<file path="src/rtl/param_sync_fifo_pkg.sv">
// fifo_pkg: shared constants and helpers for the param_sync_fifo slice.
//   DEFAULT_DATA_WIDTH / DEFAULT_ADDR_WIDTH : default word and pointer widths
//   count_width()                           : occupancy counter width, which must
//                                             hold 0..DEPTH inclusive
package fifo_pkg;

  localparam int DEFAULT_DATA_WIDTH = 8;
  localparam int DEFAULT_ADDR_WIDTH = 5;

  // One extra bit so that count can reach DEPTH = 2**addr_width.
  function automatic int count_width(input int addr_width);
    return addr_width + 1;
  endfunction

endpackage

</file>
<file path="src/rtl/param_sync_fifo_if.sv">
// param_sync_fifo_if: handshake and status bundle of the synchronous FIFO.
//   master : producer/consumer side (drives wr_en, data_in, rd_en)
//   slave  : FIFO side (drives data_out, rd_valid, status flags, count, error pulses)
interface param_sync_fifo_if
  import fifo_pkg::*;
#(
  parameter int DATA_WIDTH = DEFAULT_DATA_WIDTH,
  parameter int ADDR_WIDTH = DEFAULT_ADDR_WIDTH
);

  logic                                wr_en;
  logic [DATA_WIDTH-1:0]               data_in;
  logic                                rd_en;
  logic [DATA_WIDTH-1:0]               data_out;
  logic                                rd_valid;
  logic                                full;
  logic                                empty;
  logic                                almost_full;
  logic                                almost_empty;
  logic [count_width(ADDR_WIDTH)-1:0]  count;
  logic                                overflow;
  logic                                underflow;

  modport master (
    output wr_en, data_in, rd_en,
    input  data_out, rd_valid, full, empty, almost_full, almost_empty,
           count, overflow, underflow
  );

  modport slave (
    input  wr_en, data_in, rd_en,
    output data_out, rd_valid, full, empty, almost_full, almost_empty,
           count, overflow, underflow
  );

endinterface

</file>
<file path="src/rtl/param_sync_fifo_ram.sv">
// fifo_ram: simple dual-port storage, one write port and one registered read port.
//   clk, rst_n      : clock, synchronous active-low reset (read register only)
//   we/waddr/wdata  : write port
//   re/raddr        : read request; rdata updates on the next edge when re=1
//   rdata           : registered read data, holds when re=0
module fifo_ram #(
  parameter int DATA_WIDTH = 8,
  parameter int ADDR_WIDTH = 5
) (
  input  logic                  clk,
  input  logic                  rst_n,
  input  logic                  we,
  input  logic [ADDR_WIDTH-1:0] waddr,
  input  logic [DATA_WIDTH-1:0] wdata,
  input  logic                  re,
  input  logic [ADDR_WIDTH-1:0] raddr,
  output logic [DATA_WIDTH-1:0] rdata
);

  localparam int DEPTH = 1 << ADDR_WIDTH;

  // Storage is deliberately not reset; stale words are unreachable once
  // pointers and count are cleared.
  logic [DATA_WIDTH-1:0] mem_q [DEPTH];
  logic [DATA_WIDTH-1:0] rdata_q, rdata_d;

  always_ff @(posedge clk) begin
    if (we) mem_q[waddr] <= wdata;
  end

  always_comb begin
    rdata_d = rdata_q;
    if (re) rdata_d = mem_q[raddr];
  end

  always_ff @(posedge clk) begin
    if (!rst_n) rdata_q <= '0;
    else        rdata_q <= rdata_d;
  end

  assign rdata = rdata_q;

endmodule

</file>
<file path="src/rtl/param_sync_fifo.sv">
// param_sync_fifo: single-clock FIFO with occupancy count, threshold flags and
// overflow/underflow pulses. Pointers, count and flags live here; storage is fifo_ram.
//   clk      : clock, rising edge
//   reset_n  : synchronous active-low reset
//   bus      : slave side of param_sync_fifo_if (handshake, data, status)
module param_sync_fifo
  import fifo_pkg::*;
#(
  parameter int DATA_WIDTH      = DEFAULT_DATA_WIDTH,
  parameter int ADDR_WIDTH      = DEFAULT_ADDR_WIDTH,
  parameter int ALMOST_FULL_TH  = (1 << ADDR_WIDTH) - 2,
  parameter int ALMOST_EMPTY_TH = 2
) (
  input  logic               clk,
  input  logic               reset_n,
  param_sync_fifo_if.slave   bus
);

  localparam int              DEPTH = 1 << ADDR_WIDTH;
  localparam int              CW    = count_width(ADDR_WIDTH);
  localparam logic [CW-1:0]   DEPTH_C = CW'(DEPTH);
  localparam logic [CW-1:0]   AF_TH_C = CW'(ALMOST_FULL_TH);
  localparam logic [CW-1:0]   AE_TH_C = CW'(ALMOST_EMPTY_TH);

  logic [ADDR_WIDTH-1:0] wr_ptr_q, wr_ptr_d;
  logic [ADDR_WIDTH-1:0] rd_ptr_q, rd_ptr_d;
  logic [CW-1:0]         count_q, count_d;
  logic                  rd_valid_q, rd_valid_d;
  logic                  overflow_q, overflow_d;
  logic                  underflow_q, underflow_d;

  logic                  full, empty;
  logic                  wr_acc, rd_acc;
  logic [DATA_WIDTH-1:0] data_out;

  // Flags come from the registered count only, so they never combinationally
  // depend on this cycle's requests.
  assign full   = (count_q == DEPTH_C);
  assign empty  = (count_q == '0);
  assign wr_acc = bus.wr_en && !full;
  assign rd_acc = bus.rd_en && !empty;

  always_comb begin
    wr_ptr_d    = wr_ptr_q;
    rd_ptr_d    = rd_ptr_q;
    count_d     = count_q;
    rd_valid_d  = rd_acc;
    overflow_d  = bus.wr_en && full;
    underflow_d = bus.rd_en && empty;
    // Pointers are exactly ADDR_WIDTH bits, so the increment wraps modulo DEPTH.
    if (wr_acc) wr_ptr_d = wr_ptr_q + 1'b1;
    if (rd_acc) rd_ptr_d = rd_ptr_q + 1'b1;
    case ({wr_acc, rd_acc})
      2'b10:   count_d = count_q + 1'b1;
      2'b01:   count_d = count_q - 1'b1;
      default: count_d = count_q;
    endcase
  end

  always_ff @(posedge clk) begin
    if (!reset_n) begin
      wr_ptr_q    <= '0;
      rd_ptr_q    <= '0;
      count_q     <= '0;
      rd_valid_q  <= 1'b0;
      overflow_q  <= 1'b0;
      underflow_q <= 1'b0;
    end else begin
      wr_ptr_q    <= wr_ptr_d;
      rd_ptr_q    <= rd_ptr_d;
      count_q     <= count_d;
      rd_valid_q  <= rd_valid_d;
      overflow_q  <= overflow_d;
      underflow_q <= underflow_d;
    end
  end

  // Write gated by reset_n so reset fully dominates a concurrent request.
  fifo_ram #(
    .DATA_WIDTH (DATA_WIDTH),
    .ADDR_WIDTH (ADDR_WIDTH)
  ) u_ram (
    .clk   (clk),
    .rst_n (reset_n),
    .we    (wr_acc && reset_n),
    .waddr (wr_ptr_q),
    .wdata (bus.data_in),
    .re    (rd_acc),
    .raddr (rd_ptr_q),
    .rdata (data_out)
  );

  assign bus.data_out     = data_out;
  assign bus.rd_valid     = rd_valid_q;
  assign bus.full         = full;
  assign bus.empty        = empty;
  assign bus.almost_full  = (count_q >= AF_TH_C);
  assign bus.almost_empty = (count_q <= AE_TH_C);
  assign bus.count        = count_q;
  assign bus.overflow     = overflow_q;
  assign bus.underflow    = underflow_q;

endmodule
</file>
<file path="src/flat_wrapper.sv">
// flat-port wrapper written by rule: the top's interface ports become plain ports
module param_sync_fifo_flat import fifo_pkg::*;
#(
  parameter int DATA_WIDTH      = DEFAULT_DATA_WIDTH,
  parameter int ADDR_WIDTH      = DEFAULT_ADDR_WIDTH,
  parameter int ALMOST_FULL_TH  = (1 << ADDR_WIDTH) - 2,
  parameter int ALMOST_EMPTY_TH = 2
)
  (clk, reset_n, bus_wr_en, bus_data_in, bus_rd_en, bus_data_out, bus_rd_valid, bus_full, bus_empty, bus_almost_full, bus_almost_empty, bus_count, bus_overflow, bus_underflow);
  param_sync_fifo_if #(.DATA_WIDTH(DATA_WIDTH), .ADDR_WIDTH(ADDR_WIDTH)) bus_i ();
  input  logic clk;
  input  logic reset_n;
  input wire logic [$bits(bus_i.wr_en)-1:0] bus_wr_en;
  input wire logic [$bits(bus_i.data_in)-1:0] bus_data_in;
  input wire logic [$bits(bus_i.rd_en)-1:0] bus_rd_en;
  output wire logic [$bits(bus_i.data_out)-1:0] bus_data_out;
  output wire logic [$bits(bus_i.rd_valid)-1:0] bus_rd_valid;
  output wire logic [$bits(bus_i.full)-1:0] bus_full;
  output wire logic [$bits(bus_i.empty)-1:0] bus_empty;
  output wire logic [$bits(bus_i.almost_full)-1:0] bus_almost_full;
  output wire logic [$bits(bus_i.almost_empty)-1:0] bus_almost_empty;
  output wire logic [$bits(bus_i.count)-1:0] bus_count;
  output wire logic [$bits(bus_i.overflow)-1:0] bus_overflow;
  output wire logic [$bits(bus_i.underflow)-1:0] bus_underflow;
  assign bus_i.wr_en = bus_wr_en;
  assign bus_i.data_in = bus_data_in;
  assign bus_i.rd_en = bus_rd_en;
  assign bus_data_out = bus_i.data_out;
  assign bus_rd_valid = bus_i.rd_valid;
  assign bus_full = bus_i.full;
  assign bus_empty = bus_i.empty;
  assign bus_almost_full = bus_i.almost_full;
  assign bus_almost_empty = bus_i.almost_empty;
  assign bus_count = bus_i.count;
  assign bus_overflow = bus_i.overflow;
  assign bus_underflow = bus_i.underflow;
  param_sync_fifo #(.DATA_WIDTH(DATA_WIDTH), .ADDR_WIDTH(ADDR_WIDTH), .ALMOST_FULL_TH(ALMOST_FULL_TH), .ALMOST_EMPTY_TH(ALMOST_EMPTY_TH)) u_core (.clk(clk), .reset_n(reset_n), .bus(bus_i));
endmodule
</file>
<file path="config.mk">
export PLATFORM = sky130hd
export DESIGN_NAME = param_sync_fifo_flat
export DESIGN_NICKNAME = d
export VERILOG_FILES = /design/src/rtl/param_sync_fifo_pkg.sv /design/src/rtl/param_sync_fifo_if.sv /design/src/rtl/param_sync_fifo_ram.sv /design/src/rtl/param_sync_fifo.sv /design/src/flat_wrapper.sv
export SDC_FILE = /design/constraint.sdc
export NUM_CORES = 1
export LEC_CHECK = 0
export CAP_MARGIN = 25
export CORE_ASPECT_RATIO = 0.8
export CORE_UTILIZATION = 45
export DETAILED_ROUTE_END_ITERATION = 10
export MAX_ROUTING_LAYER = met4
export PLACE_DENSITY = 0.67
export SETUP_SLACK_MARGIN = 0.1
export SLEW_MARGIN = 20
export SYNTH_ARGS = -nofsm -noshare
export SYNTH_HDL_FRONTEND = slang
export SYNTH_SLANG_ARGS = --single-unit
</file>
<file path="constraint.sdc">
create_clock -name clk -period 3.2 [get_ports clk]
set_input_delay 0.48 -clock clk [delete_from_list [all_inputs] [get_ports clk]]
set_output_delay 0.48 -clock clk [all_outputs]
set_load 0.01 [all_outputs]
</file>
Fig. 1: supply network
Bar = 50 um. Pins as bars on the die edge. Tap cells in grey.
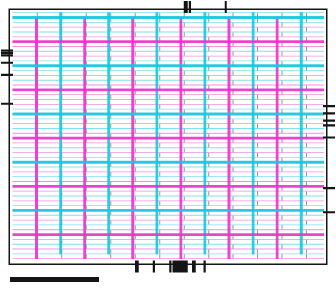
Magenta shows VSS. Cyan shows VDD.
52 met1 rails follow the rows. 10 straps on met5. 318 tap cells. 33 signal pins sit on the boundary. The core has 51 rows.

Fig. 2: placed cells, one colour a class
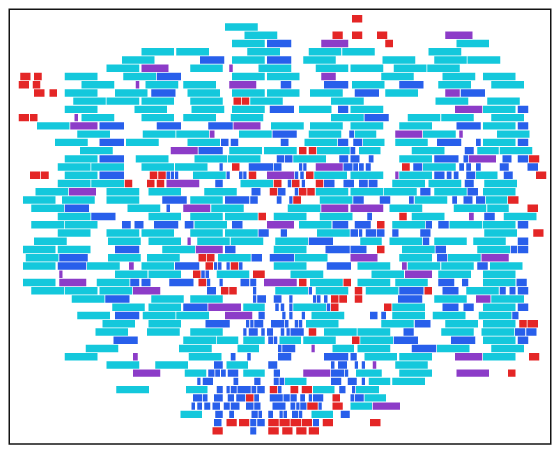
Purple shows clock drivers and dummy loads, cells 49, share of their area 7.3%. Red shows other buffers and delay cells, cells 88, share of their area 5.9%. Blue shows all other logic, cells 292, share of their area 22%. Cyan shows flip-flops, cells 283, share of their area 65%.
total core area: 24400 um2
fraction of area in registers: 0.629
final core utilization: 0.537

==> Implementation_results.wiki <==
== Implementation results ==
{| class="wikitable"
! Metric !! Value
|-
| Critical path depth || 11
|-
| Number of max-capacitance violations reported || 0
|-
| CTS max path bufs || 3
|-
| Kind of capture point of the worst setup path || register
|-
| Worst hold path stage count || 1
|-
| Quantity of hold-fixing buffers added after cts || 0
|-
| Mean instance size in the synthesized netlist || 18.4 um2
|-
| Largest stage delay, worst path || ~0.55 ns
|-
| Number of remaining DRC errors || 0
|-
| Non-clk invs || 9
|-
| F_max || between 0.3 and 0.4 GHz
|-
| Gate power share || 0.214
|-
| Clock buffers created by TritonCTS || 27
|-
| Worst-margin pin slew || between 0.9 and 1 ns
|-
| Period Utilization, post-route || 0.831
|-
| Arrival time reported for the critical path endpoint || approximately 3 ns
|-
| Buf+Inv Stages, Crit Path || 1
|-
| Share of layout cells above drive strength 1 || 0.216
|-
| Leakage || approximately 4.2 nW
|-
| Placed cells || just under 1000
|-
| Combinational Gates || 283
|-
| Startpoint types || register
|-
| Combinational share of cell area || 0.210
|-
| Worst R2R Path Depth || 11
|-
| Post-synthesis compound-gate area fraction || 0.0560
|-
| Std-Cell Rows || 51
|-
| AND/OR/NAND/NOR Cells, Area Fraction || 0.0400
|-
| Dominant synthesized flop cell || sky130_fd_sc_hd__edfxtp_1
|-
| Final net count || about 710
|-
| Critical Setup Path Class || reg -> reg
|-
| Worst Setup Slack post-DPL || 0.342 ns
|-
| Prevailing logic family in the synthesized netlist || multiplexers
|-
| CP Data Required Time || 3.60 ns
|-
| Sw Share || 0.259
|-
| Arithmetic-cell share of the synthesized area counting full adders, half adders and majority gates || 0.00896
|-
| Most instantiated logic cell after routing || sky130_fd_sc_hd__edfxtp_1
|-
| Synth Seq Share || 0.736
|-
| Die extent in x || roughly 180 um
|-
| Die boundary height || 143 um
|-
| Clock root buffer || sky130_fd_sc_hd__clkbuf_16
|-
| Reg2reg setup slack || between 0.5 and 0.6 ns
|-
| Number of enable-type register cells in the synthesized netlist || 256
|-
| Clock tree from TritonCTS || built
|-
| Footprint of the flip-flops and latches || approximately 8200 um2
|-
| Global-route wire length before repair || 35.5 mm
|-
| Area of the mapped netlist || 11200 um2
|-
| Clock network contribution to total cell area || 0.0708
|-
| Power in the clock group || 3.32 mW
|-
| Htree depth || 1
|-
| Total power || 9.77 mW
|-
| Power in combinational cells || 2.09 mW
|-
| Cell chain of the critical path || nor3_1 -> a31oi_1 -> inv_1 -> ha_1 -> xor2_1 -> ha_1 -> a21oi_1 -> o22ai_1 -> a222oi_1 -> or3_1 -> a21oi_1
|-
| Final TNS setup || 0 ns
|-
| Total number of sequential cells || 283
|-
| DRC violation total after the first TritonRoute iteration || 513
|-
| Internal power component || 7.24 mW
|-
| Flop pwr share || 0.447
|-
| Count of placed standard cells in the final layout, fillers left out || 1030
|-
| Area overhead of the layout relative to synthesis || 17.0%
|-
| Io pins || 33
|-
| Startpoint of the most critical hold path || u_core.u_ram.rdata[2]
|-
| Worst IR drop on VDD || between 300 and 400 uV
|-
| Class of the most critical hold timing path || reg -> reg
|-
| Cell resize tally after clock tree synthesis || 0
|-
| Count of endpoints failing hold in the final timing report || 0
|-
| Synth area leader || sky130_fd_sc_hd__edfxtp_1
|-
| Core Density at Floorplan || 0.459
|-
| Unique cell type count in the Yosys netlist || 44
|-
| Total of warnings raised by yosys || 0
|-
| Critical Path Start || u_core.bus.count[2]
|-
| Number of sinks handled by clock tree synthesis || 283
|-
| Antenna violation net count after detailed routing || 0
|-
| Number of global-route vias before repair || 5874
|-
| Overall chip area || ~25000 um2
|-
| Non-CTS buffers || 88
|-
| Status || completed
|-
| Most area-consuming cells after synthesis || sky130_fd_sc_hd__edfxtp_1 (69%), sky130_fd_sc_hd__mux4_2 (9.3%), sky130_fd_sc_hd__dfxtp_1 (4.8%)
|-
| Number of setup violations in the final report || 0
|-
| Clock buffer count || 36
|}
Fig. 3: routed clock nets over the placement
Bar = 50 um.
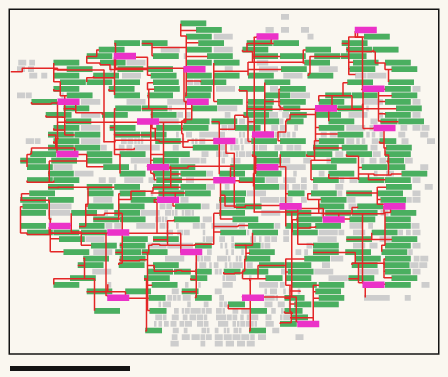
Magenta shows cells driving clock nets, count 27. Green shows flip-flops, count 283. Red shows clock wires, length 3090 um.
There are 28 routed clock nets. Position of the flops: spread over the die.

Fig. 4: wiring by layer
Bar = 50 um. Two of the layers only.
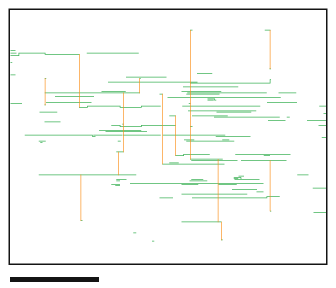
Orange shows met4, wire length 356 um. Green shows met3, wire length 1590 um.
drt total wl: 23.2 mm
DR WL/cell: 22.6 um
global-route usage over all layers: 0.196
via count: 5845

-- state kept, by name, summed over array words and instances (netlist names) --
register / flops
u_core.u_ram.mem_q: 256
u_core.u_ram.rdata: 8
u_core.bus.count: 6
u_core.rd_ptr_q: 5
u_core.wr_ptr_q: 5
u_core.bus.overflow: 1
u_core.bus.rd_valid: 1
u_core.bus.underflow: 1
-- Yosys cell counts, types with 7 or more instances --
library cell	instances
sky130_fd_sc_hd__a22o_1	14
sky130_fd_sc_hd__o221ai_1	8
sky130_fd_sc_hd__xor2_1	9
sky130_fd_sc_hd__a21oi_1	22
sky130_fd_sc_hd__buf_2	8
sky130_fd_sc_hd__a2111oi_2	7
sky130_fd_sc_hd__edfxtp_1	256
sky130_fd_sc_hd__clkbuf_1	15
sky130_fd_sc_hd__ha_1	8
sky130_fd_sc_hd__nor2_1	51
sky130_fd_sc_hd__mux4_2	46
sky130_fd_sc_hd__nand2_1	9
sky130_fd_sc_hd__dfxtp_1	27
sky130_fd_sc_hd__o22ai_1	9
sky130_fd_sc_hd__inv_1	8
sky130_fd_sc_hd__mux2i_1	38
sky130_fd_sc_hd__a22oi_1	9
-- layer usage --
metal  global-route usage  share of wire  vias to the layer above
met3               0.0343          0.069                       33
met4               0.0401          0.015                        0
met2                0.306           0.48                      181
met1                0.271           0.44                     3006
li1                     -              -                     2625
met5                    -              0                        -
-- per-stage QoR --
| step | utilization | hold slack (ns) |
|---|---|---|
| floorplan | - | 0.511 |
| global placement | 0.498 | 0.479 |
| detailed placement | 0.499 | 0.487 |
| CTS | 0.537 | 0.501 |
| global route | 0.537 | 0.521 |
| finish | 0.537 | 0.498 |
Power figures rest on the tool's default switching activity, not on a simulated workload.
